### src/rtl/adder_batch_issuer64_pkg.sv
// Shared widths, adder timing constant and sequencer state encoding for the batch issuer.
package adder_batch_issuer64_pkg;

  // Extended-single operand/result width.
  localparam int EXTENDED_SINGLE = 64;
  // Operand/result RAM address width; a batch holds up to 2**ADDR_W pairs.
  localparam int ADDR_W = 8;
  // Adder latency from add_sta to add_done. Nothing in the issuer is sized by it.
  localparam int ADDER_LATENCY = 7;

  typedef enum logic [1:0] {
    ST_IDLE  = 2'd0,
    ST_ISSUE = 2'd1,
    ST_DRAIN = 2'd2,
    ST_DONE  = 2'd3
  } state_t;

endpackage

### src/rtl/adder_batch_issuer64_delay_1clk.sv
// One-cycle register stage; aligns the operand read strobe with the RAM's one-cycle read data.
module adder_batch_issuer64_delay_1clk #(
  parameter int W = 1
) (
  input  logic         clk,
  input  logic         rst,
  input  logic [W-1:0] d,
  output logic [W-1:0] q
);

  // register d by one clock, cleared by reset
  always_ff @(posedge clk or negedge rst) begin
    if (!rst) q <= '0;
    else      q <= d;
  end

endmodule

### src/rtl/adder_batch_issuer64.sv
// Batch issuer: streams operand pairs from the operand RAM into the 64-bit add/sub unit,
// one per clock, and writes the in-order results back to the result RAM.
//
//   state    | meaning
//   ---------+---------------------------------------------------------------
//   ST_IDLE  | waiting for start; op_cnt/op_sub latched when start is taken
//   ST_ISSUE | one operand RAM read per cycle, addresses 0..cnt-1
//   ST_DRAIN | reads finished; waiting for all results to come back
//   ST_DONE  | single cycle with done=1, then back to ST_IDLE
module adder_batch_issuer64
  import adder_batch_issuer64_pkg::*;
#(
  parameter int DW = EXTENDED_SINGLE,
  parameter int AW = ADDR_W
) (
  input  logic          clk,
  input  logic          rst,
  input  logic          start,
  input  logic [AW:0]   op_cnt,
  input  logic          op_sub,
  output logic          rd_en,
  output logic [AW-1:0] rd_addr,
  input  logic [DW-1:0] rd_x,
  input  logic [DW-1:0] rd_y,
  output logic          add_sta,
  output logic          add_add_sub,
  output logic [DW-1:0] add_x,
  output logic [DW-1:0] add_y,
  input  logic          add_done,
  input  logic [DW-1:0] add_xy,
  output logic          wr_en,
  output logic [AW-1:0] wr_addr,
  output logic [DW-1:0] wr_data,
  output logic          busy,
  output logic          done,
  output logic          err
);

  state_t      state;
  logic [AW:0] cnt;
  logic [AW:0] last_idx;
  logic [AW:0] wb_cnt;
  logic [AW:0] outstanding;
  logic        sub_q;
  logic        start_acc;
  logic        done_ok;

  assign start_acc = (state == ST_IDLE) && start;
  assign last_idx  = cnt - {{AW{1'b0}}, 1'b1};
  // A result strobe only counts when something is actually in flight.
  assign done_ok   = add_done && (outstanding != '0);

  // batch sequencer: accepts start, walks read addresses, waits for drain, pulses done
  always_ff @(posedge clk or negedge rst) begin
    if (!rst) begin
      state   <= ST_IDLE;
      cnt     <= '0;
      sub_q   <= 1'b0;
      rd_en   <= 1'b0;
      rd_addr <= '0;
      busy    <= 1'b0;
      done    <= 1'b0;
    end else begin
      case (state)
        ST_IDLE: begin
          if (start) begin
            cnt   <= op_cnt;
            sub_q <= op_sub;
            busy  <= 1'b1;
            if (op_cnt == '0) begin
              state <= ST_DONE;
              done  <= 1'b1;
            end else begin
              state   <= ST_ISSUE;
              rd_en   <= 1'b1;
              rd_addr <= '0;
            end
          end
        end
        ST_ISSUE: begin
          if ({1'b0, rd_addr} == last_idx) begin
            // Returning to 0 also covers the wrap of a full 2**AW batch.
            state   <= ST_DRAIN;
            rd_en   <= 1'b0;
            rd_addr <= '0;
          end else begin
            rd_addr <= rd_addr + 1'b1;
          end
        end
        ST_DRAIN: begin
          if ((wb_cnt == cnt) && (outstanding == '0)) begin
            state <= ST_DONE;
            done  <= 1'b1;
          end
        end
        ST_DONE: begin
          state <= ST_IDLE;
          done  <= 1'b0;
          busy  <= 1'b0;
        end
        default: begin
          state <= ST_IDLE;
          rd_en <= 1'b0;
          done  <= 1'b0;
          busy  <= 1'b0;
        end
      endcase
    end
  end

  adder_batch_issuer64_delay_1clk #(.W(1)) u_sta_dly (
    .clk (clk),
    .rst (rst),
    .d   (rd_en),
    .q   (add_sta)
  );

  // Read data lands in the same cycle as add_sta; operands are zero when nothing is issued.
  assign add_x       = add_sta ? rd_x : '0;
  assign add_y       = add_sta ? rd_y : '0;
  assign add_add_sub = sub_q;

  // writeback, in-flight tracking and the sticky unexpected-result flag
  always_ff @(posedge clk or negedge rst) begin
    if (!rst) begin
      wr_en       <= 1'b0;
      wr_addr     <= '0;
      wr_data     <= '0;
      wb_cnt      <= '0;
      outstanding <= '0;
      err         <= 1'b0;
    end else begin
      wr_en <= 1'b0;
      if (start_acc) wb_cnt <= '0;
      if (done_ok) begin
        wr_en   <= 1'b1;
        wr_data <= add_xy;
        wr_addr <= wb_cnt[AW-1:0];
        wb_cnt  <= wb_cnt + 1'b1;
      end else if (add_done) begin
        err <= 1'b1;
      end
      if (add_sta && !done_ok)      outstanding <= outstanding + 1'b1;
      else if (!add_sta && done_ok) outstanding <= outstanding - 1'b1;
    end
  end

endmodule

### config.mk
export PLATFORM = sky130hd
export DESIGN_NAME = adder_batch_issuer64
export DESIGN_NICKNAME = d
export VERILOG_FILES = /design/src/rtl/adder_batch_issuer64_pkg.sv /design/src/rtl/adder_batch_issuer64_delay_1clk.sv /design/src/rtl/adder_batch_issuer64.sv
export SDC_FILE = /design/constraint.sdc
export NUM_CORES = 1
export LEC_CHECK = 0
export CAP_MARGIN = 20
export CORE_ASPECT_RATIO = 1.1
export CORE_MARGIN = 10
export CORE_UTILIZATION = 30
export CTS_BUF_LIST = sky130_fd_sc_hd__clkbuf_16
export DETAILED_ROUTE_END_ITERATION = 10
export PLACE_DENSITY = 0.77
export SLEW_MARGIN = 20
export SYNTH_ARGS = -nofsm -noshare
export SYNTH_HDL_FRONTEND = slang
export SYNTH_HIERARCHICAL = 1
export SYNTH_SLANG_ARGS = --single-unit
### constraint.sdc
create_clock -name clk -period 4.5 [get_ports clk]
set_clock_uncertainty 0.05 [all_clocks]
set_input_delay 0.9 -clock clk [delete_from_list [all_inputs] [get_ports clk]]
set_output_delay 0.9 -clock clk [all_outputs]
set_load 0.05 [all_outputs]
==> run_1/m2.png <==
(2 px per um)
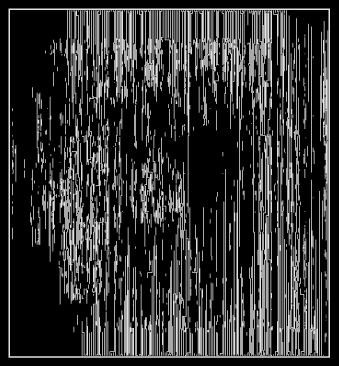
The layer carries 17100 um of wire. The longest straight run is 104 um. The layer holds 52% of the routed length. The wires run mostly vertical.
met2 global-route usage: 41.5%
Routed WL: 32700 um
Vias: 6690

==> run_1/closeup.png <==
Window x 67 to 92, y 74 to 99 um. Cells in gray, sequential cells in the stronger gray; small squares are vias.
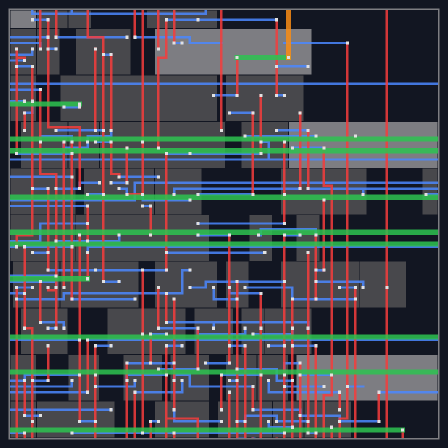
M2: shown in red. M1: shown in blue. M3: shown in green. M4: shown in orange.
Sequential cells in the window: 3. Netlist names of flops here include outstanding (2), err (1). Most frequent: ha_1 (7), a21oi_1 (4), nand2_1 (4). 44 logic cells have their middle in the window.

==> notes.md, run 1 <==
Results of the full flow below.

Status:
- The run finished with clean final reports.

Yosys:
- The run puts the area fraction in full adders, half adders and majority gates at 3.25%.
- Post-synthesis, Yosys gives the total cell area as 0.00640 mm2.
- Per the synth stats, the proportion of register bits with asynchronous set or reset is 100%.
- The main area contributors are sky130_fd_sc_hd__dfrtp_1 (45%), sky130_fd_sc_hd__nand2_1 (15%), sky130_fd_sc_hd__and2_1 (13%).
- Per the Yosys statistics, synthesis produced ~740 cells.
- The run puts the post-synthesis sequential area ratio at a little under half.
- The run gives the synthesized instance count as 742.
- The run puts the area fraction in mux cells at between 2 and 3%.
- The run gives the dominant kind of combinational cell as simple AND/OR/NAND/NOR gates.
- The run puts the area fraction in and, or, nand and nor cells at 34.1%.
- The run puts the xor and xnor fraction of the mapped netlist area at approximately 4.0%.
- The run gives the count of yosys warnings during synthesis as 6.
- The run puts the post-synth tally of flip-flops with integrated enable at 0.
- The run puts the fraction of post-synthesis cell area in the top cell type by area at a little under half.
- The run gives the post-synthesis instance area as between 0.006 and 0.007 mm2.
- The number of nets handed over by synthesis was 964.
- Of all cell types, the one taking the most synthesized area is sky130_fd_sc_hd__dfrtp_1.
- The commonest register cell is sky130_fd_sc_hd__dfrtp_1.

Global route:
- The run gives the initial antenna violation count as 19.
- The first global-routing pass estimated approximately 47000 um of wire.
- The run puts the largest net degree at the start of global routing at 126.
- The run puts the overall track demand over capacity in global routing at a little under a quarter.
- The number of global-route vias before repair came to 6849.

Clocking:
- The run gives the CTS tree as done.
- No sink is reached through more buffers than the 2 on the longest clock path.
- Clock tree synthesis selected as its root buffer the cell sky130_fd_sc_hd__clkbuf_16.
- The run puts the number of instances resized during post-cts repair at 0.
- The clock net in this run drives a total of 116 sinks.
- The run gives the clock slew seen by the registers of the worst setup and hold paths as 0.06 ns.
- The run puts the count of hold-fix buffers inserted at cts at 0.
- Looking at the clock tree report, the H-tree level count equals 4.

Power:
- The run puts the combinational share of power at 60.3%.
- The run puts the clock network power share at 18.5%.
- The run puts the design internal power at 3.89 mW.
- The run gives the power in sequential cells as between 1.5 and 2 mW.
- The biggest slice of the total power is consumed by combinational logic.
- The run puts the proportion of total power due to net switching at 49.1%.
- The power report puts the leakage power at slightly below 5 nW.
- Sequential cells burn between 20% and 30% of the power.
- The run gives the power density over cell area as 666 mW/mm2.
- The run gives the peak supply drop as 0.422 mV.
- The run puts the power consumed by combinational cells at ~4.6 mW.
- The clock network consumes a total of 1.41 mW.
- The run puts the overall power of the completed layout at ~7.7 mW.

Layout:
- For this run, the number of standard cells in the final layout without fillers is 1453.
- The library cell used most frequently in the layout, excluding fill and tap cells, is sky130_fd_sc_hd__clkdlybuf4s50_1.
- The run gives the register with the most flip-flops as wr_data.
- The run puts the number of flip-flops under the largest register name at 64.
- Per the layout report, the design carries ~1900 filler cells.
- The run gives the core occupancy in the finished layout as 55.2%.
- The run gives the growth of design area from synthesis to finish as 79.4%.
- According to the finish report, the design has a final net count of 1366.
- By instance count after routing, the leading logic cell types are sky130_fd_sc_hd__clkdlybuf4s50_1 (419), sky130_fd_sc_hd__nand2_1 (253), sky130_fd_sc_hd__and2_1 (128), sky130_fd_sc_hd__dfrtp_1 (115), sky130_fd_sc_hd__o21ai_0 (30).

Die:
- The run puts the chip footprint at between 0.02 and 0.03 mm2.
- The run gives the fraction of the core area occupied by cells at floorplan as 30.8%.
- The run puts the area of the placeable core at 0.0208 mm2.
- Per the OpenROAD floorplan log, the width of the die is 159 um.
- The run puts the vertical die dimension at 173 um.
- Row generation in the floorplan step produced 55 rows.

Setup path:
- The worst setup path is captured at a register.
- The run gives the required time of the critical path as 4.75 ns.
- The run puts the register-to-register setup slack at 0.70 ns.
- The worst register-to-register path ends at outstanding[8].
- The run puts the arrival time of data at the critical path endpoint at 4.05 ns.
- STA classifies the critical path startpoint as a register.
- The run gives the reg-to-reg critical path startpoint as outstanding[0].

Drt:
- The routed layout reports a DRC error count of 0.
- The run gives the number of iterations in the first detailed-routing pass as 4.
- The run gives the violation tally from detailed-route iteration zero as between 400 and 500.

Timing:
- The run gives the total of endpoints with negative setup slack in the final report as 0.
- The run gives the final hold slack as just over 0.4 ns.
- Setup repair after global routing left no endpoint under its margin.
- The run gives the final number of max-transition violations as 0.
- The pin closest to its max-slew limit shows a slew of 0.886 ns.
- The run puts the sum of negative setup slack at 0 ns.
- The run puts the shortest clock period the worst path allows after layout at around 3.8 ns.
- The run puts the worst slew slack as a fraction of its limit at around two fifths.
- The run puts the minimum setup slack in the final design at 0.698 ns.
- The run gives the final hold violation count as 0.

Worst hold path:
- Checking hold timing, the worst path is listed with class register to register.
- For the worst min-delay path, the startpoint reported by OpenROAD is rd_en.
- Looking at the hold checks, the worst path lands on u_sta_dly/q.

Placement:
- Port buffering added 420 buffers.
- After detailed placement, the total cell area comes to 0.0108 mm2.

Flow run:
- The run gives the number of warnings in the stage logs as 33.
==> run_1/congestion_map.png <==
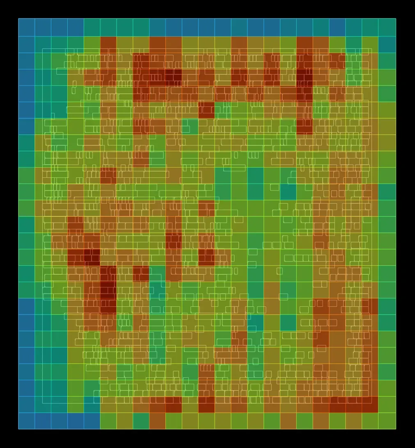
GRT busiest layer: met2
wire length per cell: 22.5 um
met1 Track Usage GR: 23.4%

[run 1: worst max-delay path, cell delays in order (launching register included)]
cell and delay (ns):
sky130_fd_sc_hd__dfrtp_1 0.43, sky130_fd_sc_hd__or4_4 0.56, sky130_fd_sc_hd__nor4_4 0.29, sky130_fd_sc_hd__nand2b_4 0.19, sky130_fd_sc_hd__ha_1 0.25, sky130_fd_sc_hd__inv_1 0.21
sky130_fd_sc_hd__ha_1 0.39, sky130_fd_sc_hd__a21o_1 0.13, sky130_fd_sc_hd__a21oi_1 0.11, sky130_fd_sc_hd__o21a_1 0.22, sky130_fd_sc_hd__or4b_2 0.64, sky130_fd_sc_hd__o41ai_1 0.08
sky130_fd_sc_hd__o21ai_0 0.13
[run 1: cell type report]
class	instances	area, um2	area share, %
clock inverter	15	189	1.65
sequential	116	2900	25.3
antenna	11	27.5	0.240
multi-input combinational	571	3280	28.5
timing repair buffer	425	4260	37.1
clock buffer	17	425	3.70
tap	285	357	3.11
inverter	13	48.8	0.425
[run 1: how the worst max path moves through the flow]
stage / startpoint / end / slack, ns / cells after the start
2_1_floorplan: outstanding[0] / outstanding[8] / 0.68 / 14
3_3_place_gp: add_done / outstanding[8] / 0.80 / 11
3_5_place_dp: outstanding[0] / outstanding[8] / 0.70 / 12
4_1_cts: outstanding[0] / outstanding[8] / 0.68 / 12
5_1_grt: outstanding[0] / outstanding[8] / 0.46 / 12
6_report: outstanding[0] / outstanding[8] / 0.70 / 12
[run 1: routing by layer]
| layer | track usage [%] | up-vias | share of wire, % |
|---|---|---|---|
| li1 | - | 3214 | - |
| met1 | 23.4 | 3173 | 36 |
| met2 | 41.5 | 253 | 52 |
| met3 | 10.0 | 46 | 9.6 |
| met4 | 6.61 | 4 | 1.7 |
| met5 | 0 | - | 0.092 |
==> run_1/sizing.png <==
(3 px per um)
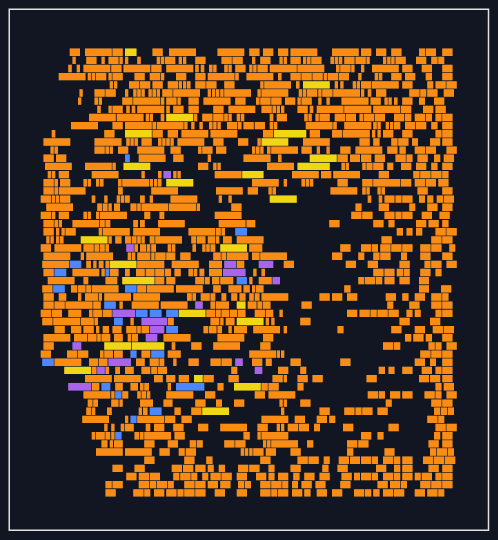

--- run 2 (diff from run 1) ---
--- a/config.mk
+++ b/config.mk
@@ -11,7 +11,7 @@
 export CORE_UTILIZATION = 30
 export CTS_BUF_LIST = sky130_fd_sc_hd__clkbuf_16
 export DETAILED_ROUTE_END_ITERATION = 10
-export PLACE_DENSITY = 0.77
+export PLACE_DENSITY = 0.8
 export SLEW_MARGIN = 20
 export SYNTH_ARGS = -nofsm -noshare
 export SYNTH_HDL_FRONTEND = slang
==> constraint.sdc (replaced) <==
create_clock -name clk -period 3.3 [get_ports clk]
set_clock_uncertainty 0.05 [all_clocks]
set_input_delay 0.66 -clock clk [delete_from_list [all_inputs] [get_ports clk]]
set_output_delay 0.66 -clock clk [all_outputs]
set_load 0.05 [all_outputs]
==> run_2/sizing.png <==
(3 px per um)
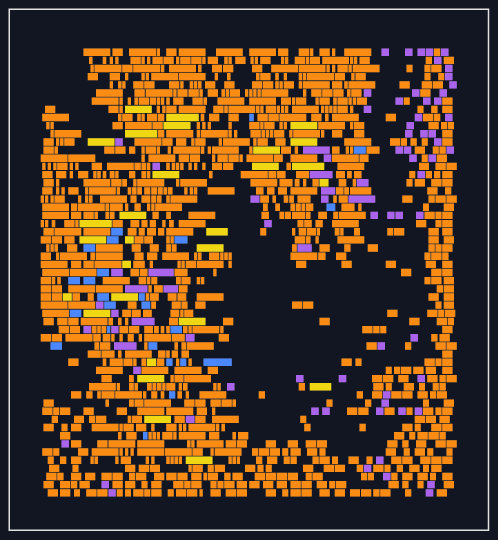
x3 and x4: shown in purple, cells 79, share 6.8%, most used buf_4. x6 and larger: shown in yellow, cells 28, share 2.4%, most used clkbuf_16. x2: shown in blue, cells 24, share 2.1%, most used mux2_2. x1 and smaller: shown in orange, cells 1034, share 89%, most used clkdlybuf4s50_1.
signed area change from the synthesized netlist to the final layout: 79.3%
summed area of non-filler cells in the final layout: 0.0115 mm2
final worst slack: 0.150 ns

==> run_2/congestion_map.png <==
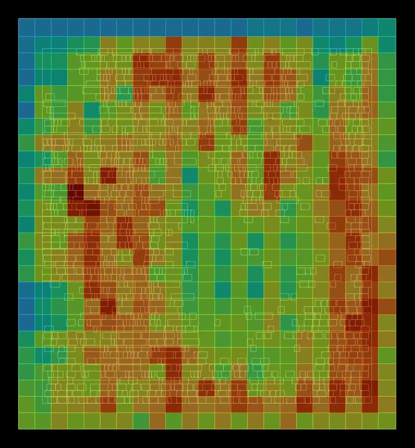
wire length per cell: 24.1 um
met1 Track Usage GR: 25.5%
total global routing track utilization: 24.5%
final standard cell utilization of the core: 55.2%
met2 global-route usage: 42.7%

==> notes.md, run 2 <==
Results of the full flow below.

Die:
- The run puts the chip footprint at 0.0276 mm2 (unchanged).
- The cell row count came to 55 (unchanged).
- The run puts the fraction of the core area occupied by cells at floorplan at 30.8% (unchanged).
- The run gives the vertical die dimension as 173 um (unchanged).
- The run gives the die width as 159 um (unchanged).
- The run puts the area of the placeable core at 0.0208 mm2 (unchanged).

Yosys:
- The run gives the post-synth tally of flip-flops with integrated enable as 0 (unchanged).
- The run puts the net count entering floorplan at 964 (unchanged).
- The count of yosys warnings during synthesis was 6 (unchanged).
- The run puts the fraction of post-synthesis cell area in the top cell type by area at 45.4% (unchanged).
- The biggest area contributor in the post-synthesis netlist is sky130_fd_sc_hd__dfrtp_1.
- The run puts the area fraction in mux cells at 2.58% (unchanged).
- The post-synthesis instance area is 0.00640 mm2 (unchanged).
- The run gives the dominant kind of combinational cell as simple AND/OR/NAND/NOR gates.
- The area fraction in full adders, half adders and majority gates came to 3.25% (unchanged).
- The area figure in the yosys stat output was 0.00640 mm2 (unchanged).
- The run gives the synthesized instance count as 742 (unchanged).
- The run gives the async set-or-reset flop fraction in the synthesized netlist as 100% (unchanged).
- The run gives the dominant register cell in the synthesized netlist as sky130_fd_sc_hd__dfrtp_1.
- The run puts the post-synthesis sequential area ratio at 45.4% (unchanged).
- The area fraction in and, or, nand and nor cells came to 34.1% (unchanged).
- The run gives the xor and xnor fraction of the mapped netlist area as 3.97% (unchanged).

Setup path:
- The run gives the register-to-register setup slack as 0.15 ns (-0.55 ns).
- The worst setup path is captured at a register.
- The run gives the maximum cell stage delay along the critical path as 0.55 ns (-0.09 ns).
- The run puts the arrival time of data at the critical path endpoint at 3.40 ns (-0.65 ns).
- Per STA, the worst path accumulates the most delay in the family simple AND/OR/NAND/NOR gates.
- Looking at the reg2reg group, the worst path ends at outstanding[8].
- The worst setup path is launched from a register.

Global route:
- The number of global-route vias before repair was 6876 (+0.39%).
- The run puts the wire length of the first global-routing pass at 49400 um (+4.7%).
- After global routing, the most crowded layer is met2.
- The run gives the largest net degree at the start of global routing as 83 (-34%).
- The run puts the initial antenna violation count at 21 (+2).
- The run gives the met3 track demand over resource as 9.93% (-0.12 points).

Worst hold path:
- Checking hold timing, the worst path is listed with class input pin to asynchronous set/reset pin.

Clocking:
- The run gives the clock slew seen by the registers of the worst setup and hold paths as 0.06 ns (about the same).
- The number of instances resized during post-cts repair is 0 (unchanged).
- The run gives the maximum buffer depth of the clock tree as 2 (unchanged).
- TritonCTS built the clock tree.
- In this run the clock root is driven by a sky130_fd_sc_hd__clkbuf_16.
- The number of H-tree levels is 4 (unchanged).
- The run gives the count of hold-fix buffers inserted at cts as 0 (unchanged).

Drt:
- The run puts the met1 wire length at 13100 um (+10%).
- The run puts the violation tally from detailed-route iteration zero at 496 (+22%).
- Routed signal wires occupy layers up through met5.
- The run puts the met3 wirelength from detailed routing at 2850 um (-9.4%).
- The run puts the aggregate routed wire length at 35100 um (+7.4%).
- The run puts the number of iterations in the first detailed-routing pass at 5 (+1).
- The number of remaining DRC errors was 0 (unchanged).
- The run puts the via count of the routed design at 6847 (+2.3%).

Timing:
- The total of endpoints with negative setup slack in the final report is 0 (unchanged).
- The final hold slack is 0.255 ns (-0.155 ns).
- The run puts the final number of max-transition violations at 0 (unchanged).
- Setup repair after global routing could not meet its margin everywhere.
- The run gives the final hold violation count as 0 (unchanged).
- The run gives the worst slew slack as a fraction of its limit as 39.0% (-1.9 points).
- The worst-margin pin slew is 0.915 ns (+0.0291 ns).
- The run puts the shortest clock period the worst path allows after layout at 3.15 ns (-0.652 ns).

Layout:
- The run gives the filler cell count as 1868 (-3.6%).
- Ranking logic cells in the layout by count gives the top entries sky130_fd_sc_hd__clkdlybuf4s50_1 (368), sky130_fd_sc_hd__nand2_1 (253), sky130_fd_sc_hd__and2_1 (128), sky130_fd_sc_hd__dfrtp_1 (115), sky130_fd_sc_hd__buf_4 (63).
- The net total in the final layout was 1374 (+0.59%).
- The number of flip-flops under the largest register name was 64 (unchanged).
- The run puts the final cell count without fillers at 1461 (+0.55%).
- The run gives the register with the most flip-flops as wr_data.

Power:
- The standby leakage power was 5.10 nW (+2.5%).
- The run puts the power density over cell area at 922 mW/mm2 (+38%).

Status:
- The flow ran to the end, and the final reports show no timing, DRC or antenna violations.
==> run 2: final cells by class <==
class	instances	area (um2)	share of cell area, %
tap	285	357	3.11
clock buffer	17	425	3.71
clock inverter	15	203	1.77
sequential	116	2900	25.3
antenna	11	27.5	0.240
inverter	13	53.8	0.469
multi-input combinational	571	3310	28.8
timing repair buffer	433	4200	36.6
==> run 2: worst max path at each step <==
| stage | start | endpoint | slack, ns | cells after the start |
|---|---|---|---|---|
| floorplan | outstanding[1] | outstanding[8] | 0.09 | 14 |
| global placement | outstanding[1] | outstanding[8] | 0.19 | 12 |
| detailed placement | outstanding[1] | outstanding[8] | 0.16 | 12 |
| CTS | outstanding[1] | outstanding[8] | 0.15 | 12 |
| global route | outstanding[1] | outstanding[8] | -0.03 | 12 |
| finish | outstanding[1] | outstanding[8] | 0.15 | 12 |
==> run 2: power breakdown <==
group          internal (mW)  switching, mW  total (mW)
Sequential              1.77          0.460        2.23
Clock                   1.27          0.706        1.98
Combinational           2.31           4.07        6.38
==> run 2: cell families after synthesis <==
| group | count (synthesis) |
|---|---|
| DFF | 116 |
| muxes | 15 |
| xor gates and xnor gates | 29 |
| adders and majority gates | 16 |
| and+or+nand+nor | 441 |
| buffers and inverters | 55 |
| AOI/OAI and AO/OA | 70 |
==> run 2: through the flow <==
stage	worst slack, ns	util, %	TNS (ns)	instance area, um2	power, mW
6_report	0.150	55.2	0	11500	10.6
5_1_grt	-0.0324	55.2	-0.0613	11500	11.1
4_1_cts	0.148	55.1	0	11400	10.7
3_5_place_dp	0.159	52.1	0	10800	8.64
3_3_place_gp	0.189	52.1	0	10800	8.54
2_1_floorplan	0.0942	-	0	6460	6.43
==> run_2/ff_map.png <==
(2 px per um) Other sequential cells in the stronger gray, the rest of the logic in the fainter gray.
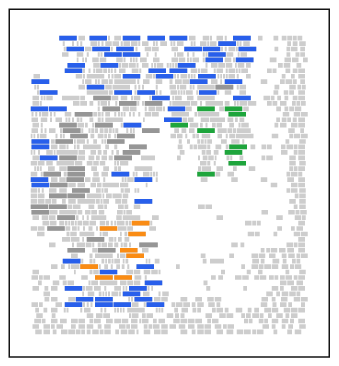

--- run 3 (diff from run 2) ---
--- a/config.mk
+++ b/config.mk
@@ -11,7 +11,7 @@
 export CORE_UTILIZATION = 30
 export CTS_BUF_LIST = sky130_fd_sc_hd__clkbuf_16
 export DETAILED_ROUTE_END_ITERATION = 10
-export PLACE_DENSITY = 0.8
+export PLACE_DENSITY = 0.77
 export SLEW_MARGIN = 20
 export SYNTH_ARGS = -nofsm -noshare
 export SYNTH_HDL_FRONTEND = slang
==> constraint.sdc (replaced) <==
create_clock -name clk -period 3.65 [get_ports clk]
set_clock_uncertainty 0.05 [all_clocks]
set_input_delay 0.73 -clock clk [delete_from_list [all_inputs] [get_ports clk]]
set_output_delay 0.73 -clock clk [all_outputs]
set_load 0.05 [all_outputs]
==> run_3/ff_map.png <==
(2 px per um) Other sequential cells in the stronger gray, the rest of the logic in the fainter gray.
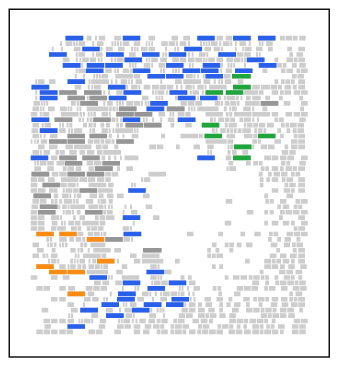
wr_data: shown in blue, sequential cells 64. rd_addr: shown in orange, sequential cells 8, where south-west. outstanding: shown in green, sequential cells 9.
Another 35 sequential cells are not colored.
area taken by flip-flops and latches: 0.00291 mm2
total sequential power: 2.02 mW
fraction of standard cell area that is sequential: 25.2%

==> notes.md, run 3 <==
Results of the full flow below.

Status:
- The flow ran to the end, and the final reports show no timing, DRC or antenna violations.

Timing:
- The run gives the fraction of the cycle the final worst path needs as 94.5%.
- The worst-margin pin slew is 0.945 ns (+0.0303 ns).
- Timing would allow up to 0.290 GHz.
- The run gives the final hold slack as 0.316 ns (+0.0605 ns).
- Setup repair after global routing left no endpoint under its margin.
- The run puts the sum of negative setup slack at 0 ns (unchanged).
- The final number of max-transition violations was 0 (unchanged).
- The run gives the final hold violation count as 0 (unchanged).
- The run puts the total of endpoints with negative setup slack in the final report at 0 (unchanged).
- The run puts the worst slew slack as a fraction of its limit at 37.0% (-2.0 points).
- The run puts the shortest clock period the worst path allows after layout at 3.45 ns (+0.299 ns).

Yosys:
- The run puts the fraction of post-synthesis cell area in the top cell type by area at 45.4% (unchanged).
- The synthesis run identifies the leading combinational cell family as simple AND/OR/NAND/NOR gates.
- The synthesis stats list as the most numerous cell sky130_fd_sc_hd__nand2_1.
- The run puts the post-synthesis sequential area ratio at 45.4% (unchanged).
- The post-synthesis instance area is 0.00640 mm2 (unchanged).
- The run gives the synthesized instance count as 742 (unchanged).
- The run gives the leading area contributor after synthesis as sky130_fd_sc_hd__dfrtp_1.
- The net count entering floorplan is 964 (unchanged).
- The area fraction in full adders, half adders and majority gates was 3.25% (unchanged).
- In this run, synthesis produced a sequential element count of 116.
- The run puts the post-synth tally of flip-flops with integrated enable at 0 (unchanged).
- After synthesis, the most frequently instantiated cells are sky130_fd_sc_hd__nand2_1 (253), sky130_fd_sc_hd__and2_1 (128), sky130_fd_sc_hd__dfrtp_1 (116).
- The count of yosys warnings during synthesis came to 6 (unchanged).
- In the synthesized netlist the dominant register cell turns out to be sky130_fd_sc_hd__dfrtp_1.
- The area fraction in and, or, nand and nor cells was 34.1% (unchanged).
- The xor and xnor fraction of the mapped netlist area came to 3.97% (unchanged).
- Yosys attributes the largest share of cell area to sky130_fd_sc_hd__dfrtp_1 (45%), sky130_fd_sc_hd__nand2_1 (15%), sky130_fd_sc_hd__and2_1 (13%).
- The run gives the area figure in the yosys stat output as 0.00640 mm2 (unchanged).
- The run gives the compound-gate portion of the synthesized area as 7.16%.
- The run puts the area fraction in mux cells at 2.58% (unchanged).
- The run gives the async set-or-reset flop fraction in the synthesized netlist as 100% (unchanged).

Setup path:
- STA classifies the critical path endpoint as a register.
- The register-to-register setup slack came to 0.20 ns (+0.05 ns).
- The run puts the maximum cell stage delay along the critical path at 0.65 ns (+0.10 ns).
- The arrival time of data at the critical path endpoint was 3.70 ns (+0.30 ns).
- The critical path is of the register to register type.
- Looking at the reg2reg group, the worst path ends at outstanding[8].
- Among the stages of the critical path, the cell type that occurs most often is sky130_fd_sc_hd__ha_4.
- Per the post-run analysis, buffers plus inverters along the critical path come to 1.
- STA classifies the critical path startpoint as a register.
- The critical path goes through or4_4 -> nor4_4 -> nand2b_4 -> ha_4 -> inv_2 -> ha_4 -> a21o_1 -> a21oi_1 -> o21a_1 -> or4b_2 -> o41ai_1 -> o21ai_0.
- In this design, the largest share of critical-path delay is due to simple AND/OR/NAND/NOR gates.
- The run puts the depth of the most critical reg-to-reg path at 12.
- The run gives the critical path startpoint as outstanding[0].

Power:
- The clock network power share is 19.4% (+0.7 points).
- The run puts the net switching power at 4.74 mW (-9.5%).
- The run puts the design internal power at 4.92 mW (-8.0%).
- The combinational share of power came to 59.7% (-0.6 points).
- The run puts the standby leakage power at 5.05 nW (-0.89%).
- The run puts the proportion of total power due to net switching at 49.1% (-0.39 points).
- The run puts the overall power of the completed layout at 9.66 mW (-8.7%).
- The part of the power in registers came to 20.9% (-0.2 points).
- The power density over cell area came to 838 mW/mm2 (-9.2%).

Worst hold path:
- According to the hold report, the worst path is of the input pin to asynchronous set/reset pin type.

Clocking:
- The run gives the maximum buffer depth of the clock tree as 2 (unchanged).
- The count of hold-fix buffers inserted at cts came to 0 (unchanged).
- The run gives the number of instances resized during post-cts repair as 0 (unchanged).
- The number of H-tree levels is 4 (unchanged).
- The later pin in the worst-skew pair is clocked with a latency of 0.42 ns.
- Per the CTS log, the root buffer master is sky130_fd_sc_hd__clkbuf_16.
- TritonCTS built the clock tree.
- The run gives the number of clock buffers inserted by TritonCTS as 17.
- The clock slew seen by the registers of the worst setup and hold paths is 0.06 ns (about the same).

Global route:
- The run puts the total overflow reported by the global router at 0.
- The run gives the initial antenna violation count as 25 (+19%).
- The run gives the overall track demand over capacity in global routing as 26.6% (+2.1 points).
- The run gives the largest net degree at the start of global routing as 83 (unchanged).
- The run puts the wire length of the first global-routing pass at 53000 um (+7.3%).
- The run puts the number of global-route vias before repair at 6897 (+0.31%).

Die:
- The run gives the vertical die dimension as 173 um (unchanged).
- The run gives the chip footprint as 0.0276 mm2 (unchanged).
- The cell row count is 55 (unchanged).
- The run gives the die width as 159 um (unchanged).
- The run gives the fraction of the core area occupied by cells at floorplan as 30.8% (unchanged).
- The run puts the number of I/O pins at roughly 420.
- The run puts the area of the placeable core at 0.0208 mm2 (unchanged).

Layout:
- The run gives the filler cell count as 1841 (-1.4%).
- The run gives the area of the multi-input gates as 0.00330 mm2 (-0.23%).
- The run puts the number of flip-flops under the largest register name at 64 (unchanged).
- The run gives the net total in the final layout as 1372 (-0.15%).
- The core occupancy in the finished layout was 55.5% (+0.26 points).
- The final cell count without fillers came to 1454 (-0.48%).
- By instance count after routing, the leading logic cell types are sky130_fd_sc_hd__clkdlybuf4s50_1 (399), sky130_fd_sc_hd__nand2_1 (253), sky130_fd_sc_hd__and2_1 (128), sky130_fd_sc_hd__dfrtp_1 (114), sky130_fd_sc_hd__buf_4 (31).
- The most common logic cell in the final layout is sky130_fd_sc_hd__clkdlybuf4s50_1.
- The register with the most flip-flops in the final layout is wr_data.

Placement:
- The run puts the routability congestion estimate from global placement at 0.984.
- The run puts the total placed cells including tap cells at 1416.
- The run gives the worst setup slack before clock tree synthesis as 0.168 ns (+0.00907 ns).
- The run gives the post-DP HPWL as 32300 um.
- The run puts the number of buffers inserted by port buffering at 420.
- The run puts the placed standard-cell area at 0.0108 mm2 (+0.23%).

Drt:
- The run puts the number of iterations in the first detailed-routing pass at 5 (unchanged).
- The run puts the violation tally from detailed-route iteration zero at 456 (-8.1%).
- The run puts the wire length per cell after detailed routing at 26.1 um (+8.5%).
- The run gives the aggregate routed wire length as 37900 um (+8.0%).
- The via count of the routed design came to 7011 (+2.4%).
- The run gives the number of remaining DRC errors as 0 (unchanged).
- The detail route stage leaves a number of antenna-violating nets equal to 0.

Flow run:
- The run gives the number of warnings in the stage logs as 29.
- The run puts the count of max-cap constraint violations at 0.
==> run_3/sizing.png <==
(3 px per um)
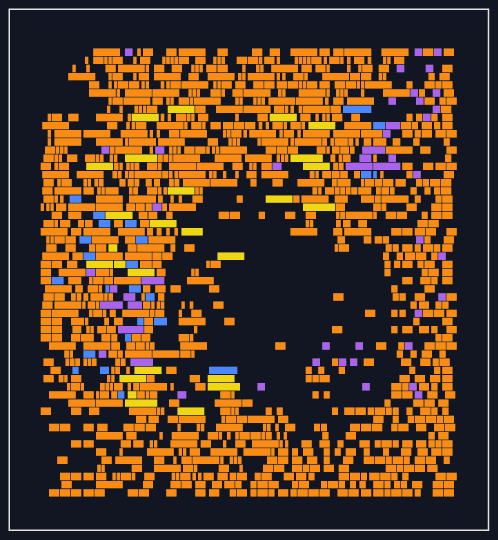
x1 and smaller: shown in orange, cells 1066, share 92%, most used clkdlybuf4s50_1. x3 and x4: shown in purple, cells 47, share 4.0%, most used buf_4. x2: shown in blue, cells 24, share 2.1%, most used mux2_2. x6 and larger: shown in yellow, cells 26, share 2.2%, most used clkbuf_16.
final worst slack: 0.201 ns
summed area of non-filler cells in the final layout: 0.0115 mm2
signed area change from the synthesized netlist to the final layout: 80.1%
count of buffers not belonging to the clock network in the layout: 431

==> run 3: cell counts after synthesis <==
Identical to the previous run, type by type.
==> run 3: logic make-up after synthesis <==
group / after synthesis
buffers and inverters: 55
muxes: 15
xor gates and xnor gates: 29
adders and majority gates: 16
and+or+nand+nor: 441
DFF: 116
AOI/OAI and AO/OA: 70
==> run 3: per-layer routing <==
metal,part of all wire [%],up-vias,GRT usage (%)
met5,0.034,-,0
met1,40,3396,30.5
met3,7.6,55,8.57
met2,50,341,47.2
li1,-,3217,-
met4,2.3,2,5.29
==> run 3: worst reg2reg max path, delay by kind of cell, from the launching register on <==
family                     cells  cell delay (ns)
and+or+nand+nor                4             1.61
AOI/OAI and AO/OA              5             0.66
adders and majority gates      2             0.46
DFF                            1             0.44
buffers and inverters          1             0.11
==> run 3: area by class of cell <==
class                           count  area share [%]
Clock buffer                       17            3.69
Sequential cell                   116            25.2
Clock inverter                     15            2.00
Tap cell                          285            3.09
Multi-Input combinational cell    571            28.6
Timing Repair Buffer              431            36.8
Antenna cell                        6           0.130
Inverter                           13           0.423
==> run 3: how the worst max path moves through the flow <==
stage	end	slack (ns)	depth (start not counted)
global route	outstanding[8]	0.05	12
CTS	outstanding[8]	0.16	12
floorplan	outstanding[8]	0.02	14
finish	outstanding[8]	0.20	12
global placement	outstanding[8]	0.22	12
detailed placement	outstanding[8]	0.17	12
==> run 3: power by group through the flow <==
| stage | logic [mW] | registers, mW | clock network (mW) |
|---|---|---|---|
| 6_report | 5.77 | 2.02 | 1.87 |
| 5_1_grt | 6.09 | 2.07 | 1.96 |
| 4_1_cts | 5.78 | 2.01 | 1.89 |
| 3_5_place_dp | 5.75 | 2.03 | 0 |
| 3_3_place_gp | 5.69 | 2.02 | 0 |
| 2_1_floorplan | 3.33 | 2.45 | 0 |
No activity file was given, so power comes from the tool's default toggle rates.
